## config.mk

```make
export PLATFORM = sky130hd
export DESIGN_NAME = bit_packer
export DESIGN_NICKNAME = d
export VERILOG_FILES = /design/src/rtl/bit_packer.sv
export SDC_FILE = /design/constraint.sdc
export NUM_CORES = 1
export LEC_CHECK = 0
export CORE_AREA = 2 2 48 50
export CTS_BUF_LIST = sky130_fd_sc_hd__clkbuf_4 sky130_fd_sc_hd__clkbuf_8
export CTS_CLUSTER_SIZE = 14
export DETAILED_ROUTE_END_ITERATION = 6
export DIE_AREA = 0 0 50 52
export GPL_TIMING_DRIVEN = 0
export PLACE_DENSITY = 0.77
export SETUP_SLACK_MARGIN = 0.2
export SYNTH_ARGS = -nofsm -noshare
export SYNTH_HDL_FRONTEND = slang
export SYNTH_SLANG_ARGS = --single-unit
```

## constraint.sdc

```tcl
create_clock -name clk -period 2 [get_ports clk]
set_clock_uncertainty 0.15 [all_clocks]
set_input_delay 0.6 -clock clk [delete_from_list [all_inputs] [get_ports clk]]
set_output_delay 0.6 -clock clk [all_outputs]
set_load 0.05 [all_outputs]
```

## src/rtl/bit_packer.sv

```systemverilog
// bit_packer: serial-to-parallel word packer with a one-entry output holding
// register and a valid/ready handshake.
// Bits arrive on d qualified by d_valid; the first received bit lands in
// out_data[0]. A completed word moves into the holding register if it is
// empty or being drained on the same edge. Otherwise the word is dropped and
// the sticky overflow flag is raised.
// Optional feature: define BIT_PACKER_PARITY_EN to append one even-parity bit
// to every word. The parity bit is checked on arrival and reported on
// parity_err alongside out_data. Without the macro, parity_err is tied to 0.
module bit_packer #(
    parameter int WIDTH = 8
) (
    input  logic             clk,
    input  logic             rst,
    input  logic             d,
    input  logic             d_valid,
    input  logic             flush,
    output logic [WIDTH-1:0] out_data,
    output logic             out_valid,
    input  logic             out_ready,
    output logic             overflow,
    output logic             parity_err
);

`ifdef BIT_PACKER_PARITY_EN
    localparam int N = WIDTH + 1;
`else
    localparam int N = WIDTH;
`endif
    localparam int CNT_W = $clog2(N);
    localparam logic [CNT_W-1:0] LAST_IDX = CNT_W'(N - 1);

    localparam logic [0:0] IDLE    = 1'b0;
    localparam logic [0:0] COLLECT = 1'b1;

    logic [0:0]       state_q,    state_d;
    logic [CNT_W-1:0] bitCount_q, bitCount_d;
    logic [WIDTH-1:0] collect_q,  collect_d;
    logic [WIDTH-1:0] outData_q,  outData_d;
    logic             outValid_q, outValid_d;
    logic             overflow_q, overflow_d;
`ifdef BIT_PACKER_PARITY_EN
    logic             parAcc_q,   parAcc_d;
    logic             parityErr_q, parityErr_d;
    logic             parAccBase;
    logic             completedParErr;
`endif

    logic             acceptBit;
    logic             wordDone;
    logic             canLoad;
    logic [WIDTH-1:0] collectBase;
    logic [WIDTH-1:0] collectShifted;

    // flush beats d_valid, so a bit arriving with flush is never taken.
    // A word completes when the bit that fills the last slot is accepted.
    // The holding register can take a new word if it is empty or being
    // drained on this edge.
    assign acceptBit = d_valid & ~flush;
    assign wordDone  = acceptBit & (bitCount_q == LAST_IDX);
    assign canLoad   = ~outValid_q | out_ready;

    // Insert the incoming bit at the current count position. IDLE starts
    // from a clean register so no earlier bits can leak into a new word.
    // In the parity build the last bit (count == WIDTH) matches no data
    // slot, so the data bits pass through unchanged.
    always_comb begin
        collectBase    = (state_q == IDLE) ? '0 : collect_q;
        collectShifted = collectBase;
        for (int i = 0; i < WIDTH; i++) begin
            if (bitCount_q == CNT_W'(i)) begin
                collectShifted[i] = d;
            end
        end
    end

`ifdef BIT_PACKER_PARITY_EN
    // Running XOR of every bit of the frame, parity bit included. A nonzero
    // result at completion means the even-parity check failed.
    always_comb begin
        parAccBase      = (state_q == IDLE) ? 1'b0 : parAcc_q;
        completedParErr = parAccBase ^ d;
    end
`endif

    // Serial intake: count, shift and track state. A stalled output never
    // holds this up.
    always_comb begin
        state_d    = state_q;
        bitCount_d = bitCount_q;
        collect_d  = collect_q;
`ifdef BIT_PACKER_PARITY_EN
        parAcc_d   = parAcc_q;
`endif
        if (flush) begin
            state_d    = IDLE;
            bitCount_d = '0;
            collect_d  = '0;
`ifdef BIT_PACKER_PARITY_EN
            parAcc_d   = 1'b0;
`endif
        end else if (d_valid) begin
            if (wordDone) begin
                state_d    = IDLE;
                bitCount_d = '0;
                collect_d  = '0;
`ifdef BIT_PACKER_PARITY_EN
                parAcc_d   = 1'b0;
`endif
            end else begin
                state_d    = COLLECT;
                bitCount_d = bitCount_q + 1'b1;
                collect_d  = collectShifted;
`ifdef BIT_PACKER_PARITY_EN
                parAcc_d   = completedParErr;
`endif
            end
        end
    end

    // Holding register and handshake. A completed word loads when there is
    // room; a handshake with no new word empties the register; a completed
    // word with no room is dropped and overflow latches.
    always_comb begin
        outData_d  = outData_q;
        outValid_d = outValid_q;
        overflow_d = overflow_q;
`ifdef BIT_PACKER_PARITY_EN
        parityErr_d = parityErr_q;
`endif
        if (wordDone && canLoad) begin
            outData_d  = collectShifted;
            outValid_d = 1'b1;
`ifdef BIT_PACKER_PARITY_EN
            parityErr_d = completedParErr;
`endif
        end else if (outValid_q && out_ready) begin
            outValid_d = 1'b0;
        end
        if (wordDone && !canLoad) begin
            overflow_d = 1'b1;
        end
    end

    // State registers with synchronous reset. Reset takes priority over
    // every other input.
    always_ff @(posedge clk) begin
        if (rst) begin
            state_q     <= IDLE;
            bitCount_q  <= '0;
            collect_q   <= '0;
            outData_q   <= '0;
            outValid_q  <= 1'b0;
            overflow_q  <= 1'b0;
`ifdef BIT_PACKER_PARITY_EN
            parAcc_q    <= 1'b0;
            parityErr_q <= 1'b0;
`endif
        end else begin
            state_q     <= state_d;
            bitCount_q  <= bitCount_d;
            collect_q   <= collect_d;
            outData_q   <= outData_d;
            outValid_q  <= outValid_d;
            overflow_q  <= overflow_d;
`ifdef BIT_PACKER_PARITY_EN
            parAcc_q    <= parAcc_d;
            parityErr_q <= parityErr_d;
`endif
        end
    end

    assign out_data  = outData_q;
    assign out_valid = outValid_q;
    assign overflow  = overflow_q;
`ifdef BIT_PACKER_PARITY_EN
    assign parity_err = parityErr_q;
`else
    assign parity_err = 1'b0;
`endif

endmodule

```

met1.png
Scale bar: 20 um. Supply wires on this layer in grey.
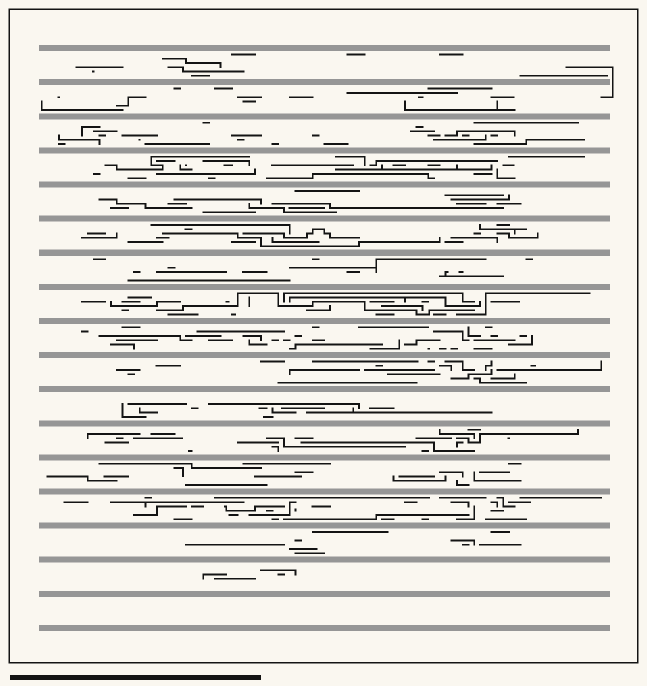
longest straight run: 17.1 um
wire length on this layer: 947 um
wire length after detailed routing: 2.05 mm
met1 track demand over resource in global routing: 0.210
total via count after detailed routing: 851

met2.png
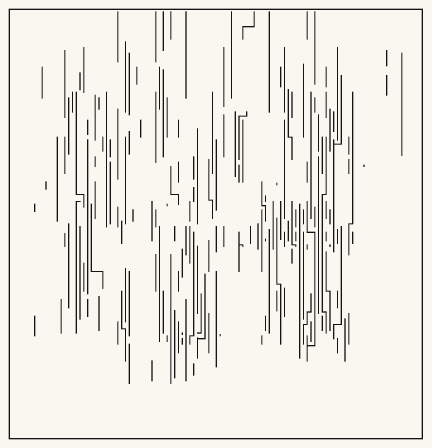
share of all routed wire: 49%
nets with wire on the layer: 119
wire length on this layer: 1010 um
main direction: vertical
longest straight run: 19.0 um
M2 GR Usage: 0.325

==> design notes <==
The run gives 520 uW for the internal power summed over all cells. 78 cells are multi-input combinational gates. The post-CTS clock slew at the launch and capture registers of the worst setup and hold paths came out at 110 ps.

Data arrives at the worst endpoint at 1010 ps. OpenSTA lists the critical path startpoint as overflow$_SDFFE_PP0P_. The total track usage is 0.177.

The signal on the critical path passes through clkdlybuf4s18_2. The fraction of registers with async set/reset works out to 0. The startpoint identified for the worst hold timing path is collect_q[3]$_SDFFE_PP0P_. The final layout contains 144 nets.

According to the CTS report, the clock sink count is 21. Summed over all combinational cells, the power is 58.1 uW. The top cell type's share of synthesized area was 0.397; the fraction of the mapped netlist area in simple logic gates was 0.196.

Per the post-place timing report, worst setup slack is -283 ps. The share of cell area taken by multi-input logic gates was 0.467; the detailed-routing wirelength on met1 was 947 um. Per the post-route antenna check, the number of violating nets is 0. The tools report the starting density of the core as 0.503. Per the CTS log, the root buffer master is sky130_fd_sc_hd__clkbuf_4. The logs give 125 for the synthesized netlist net count and 17 for the standard-cell row count.

Per the cell usage report, the commonest logic cells after layout are sky130_fd_sc_hd__dfxtp_1, sky130_fd_sc_hd__buf_2, sky130_fd_sc_hd__a21oi_1. Wire segments on met2 add up to 1.01 mm in the final route. The tools report the CTS H-tree depth as 1.

With the total power at 686 uW, the number of sequential storage elements is 21. OpenSTA lists the critical path endpoint as overflow. The clock network consumes a total of 204 uW. On the worst path, the slowest cell contributes a delay of 360 ps.

The library cell contributing the largest single delay on the critical path was sky130_fd_sc_hd__clkdlybuf4s18_2. Per the detail_route report, routed wire per instance is 12.9 um. Counting only logic cells after layout, the most numerous master is sky130_fd_sc_hd__dfxtp_1. After detailed routing, the number of remaining DRC violations is 0.

The worst hold path terminates at collect_q[3]$_SDFFE_PP0P_. Input and output buffers added on the ports amount to 14. The relative contribution of the clock network to total power is 0.298. Per the layout report, the design carries 3 clock buffers. The run finished with clean final reports. The count of flip-flops with a built-in enable after synthesis came out at 0.

Counting the fill cells in the layout gives 187. For the number of antenna violations at the first check in global routing, the log shows 0. The run gives 2 for the maximum net fanout on the critical path.

In the Yosys stats the netlist draws on 29 distinct library cells. After detailed routing, no signal wire sits above met4. The wire length on met3 is 73 um, and the logic area is 581 um2.

Once routing completed, OpenROAD measured the worst setup slack at 245 ps. At the end of routability-driven placement, the weighted congestion stood at 0.803. Clock tree synthesis inserted a total of 3 buffers. The horizontal die dimension reported for this design is 50 um. The total placed instance area was 0.00123 mm2. The number of buffer and inverter stages on the critical path was 1. Post-synth the commonest register cell is sky130_fd_sc_hd__dfxtp_1.

The die outline area was 0.00260 mm2. The run gives 552 mW/mm2 for the power density of the placed cells. The register share of the cell area was 0.339. The count of warning messages emitted by the tools is 32, and the HPWL after detailed placement is 1.53 mm. Post-CTS repair ended up resizing 33 cells.

The tools report the reg-to-reg critical path endpoint as out_data[2]$_SDFFE_PP0P_.
met3.png
Scale bar: 20 um. Cells faint in the background.
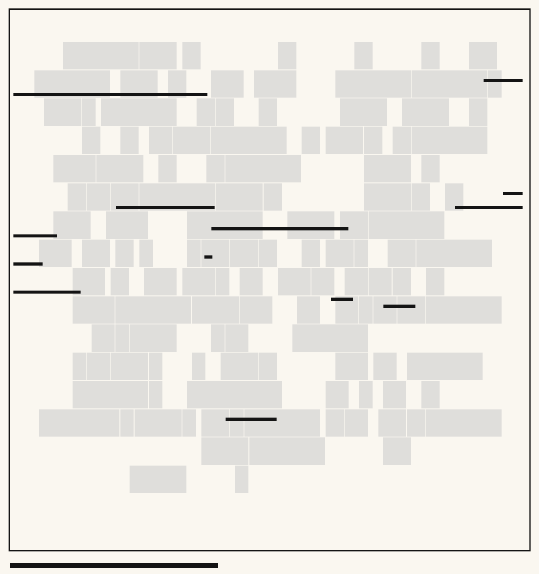
nets with wire on the layer: 11
main direction: horizontal
share of all routed wire: 3.6%
wire length on this layer: 73.8 um
longest straight run: 18.4 um

gate_families.png
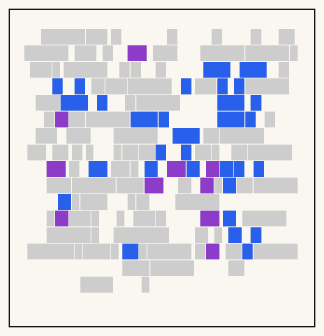
| family | colour | cells |
|---|---|---|
| AND and OR gates | purple | 10 |
| inverting AOI/OAI gates | blue | 31 |

No activity file was given, so power comes from the tool's default toggle rates.
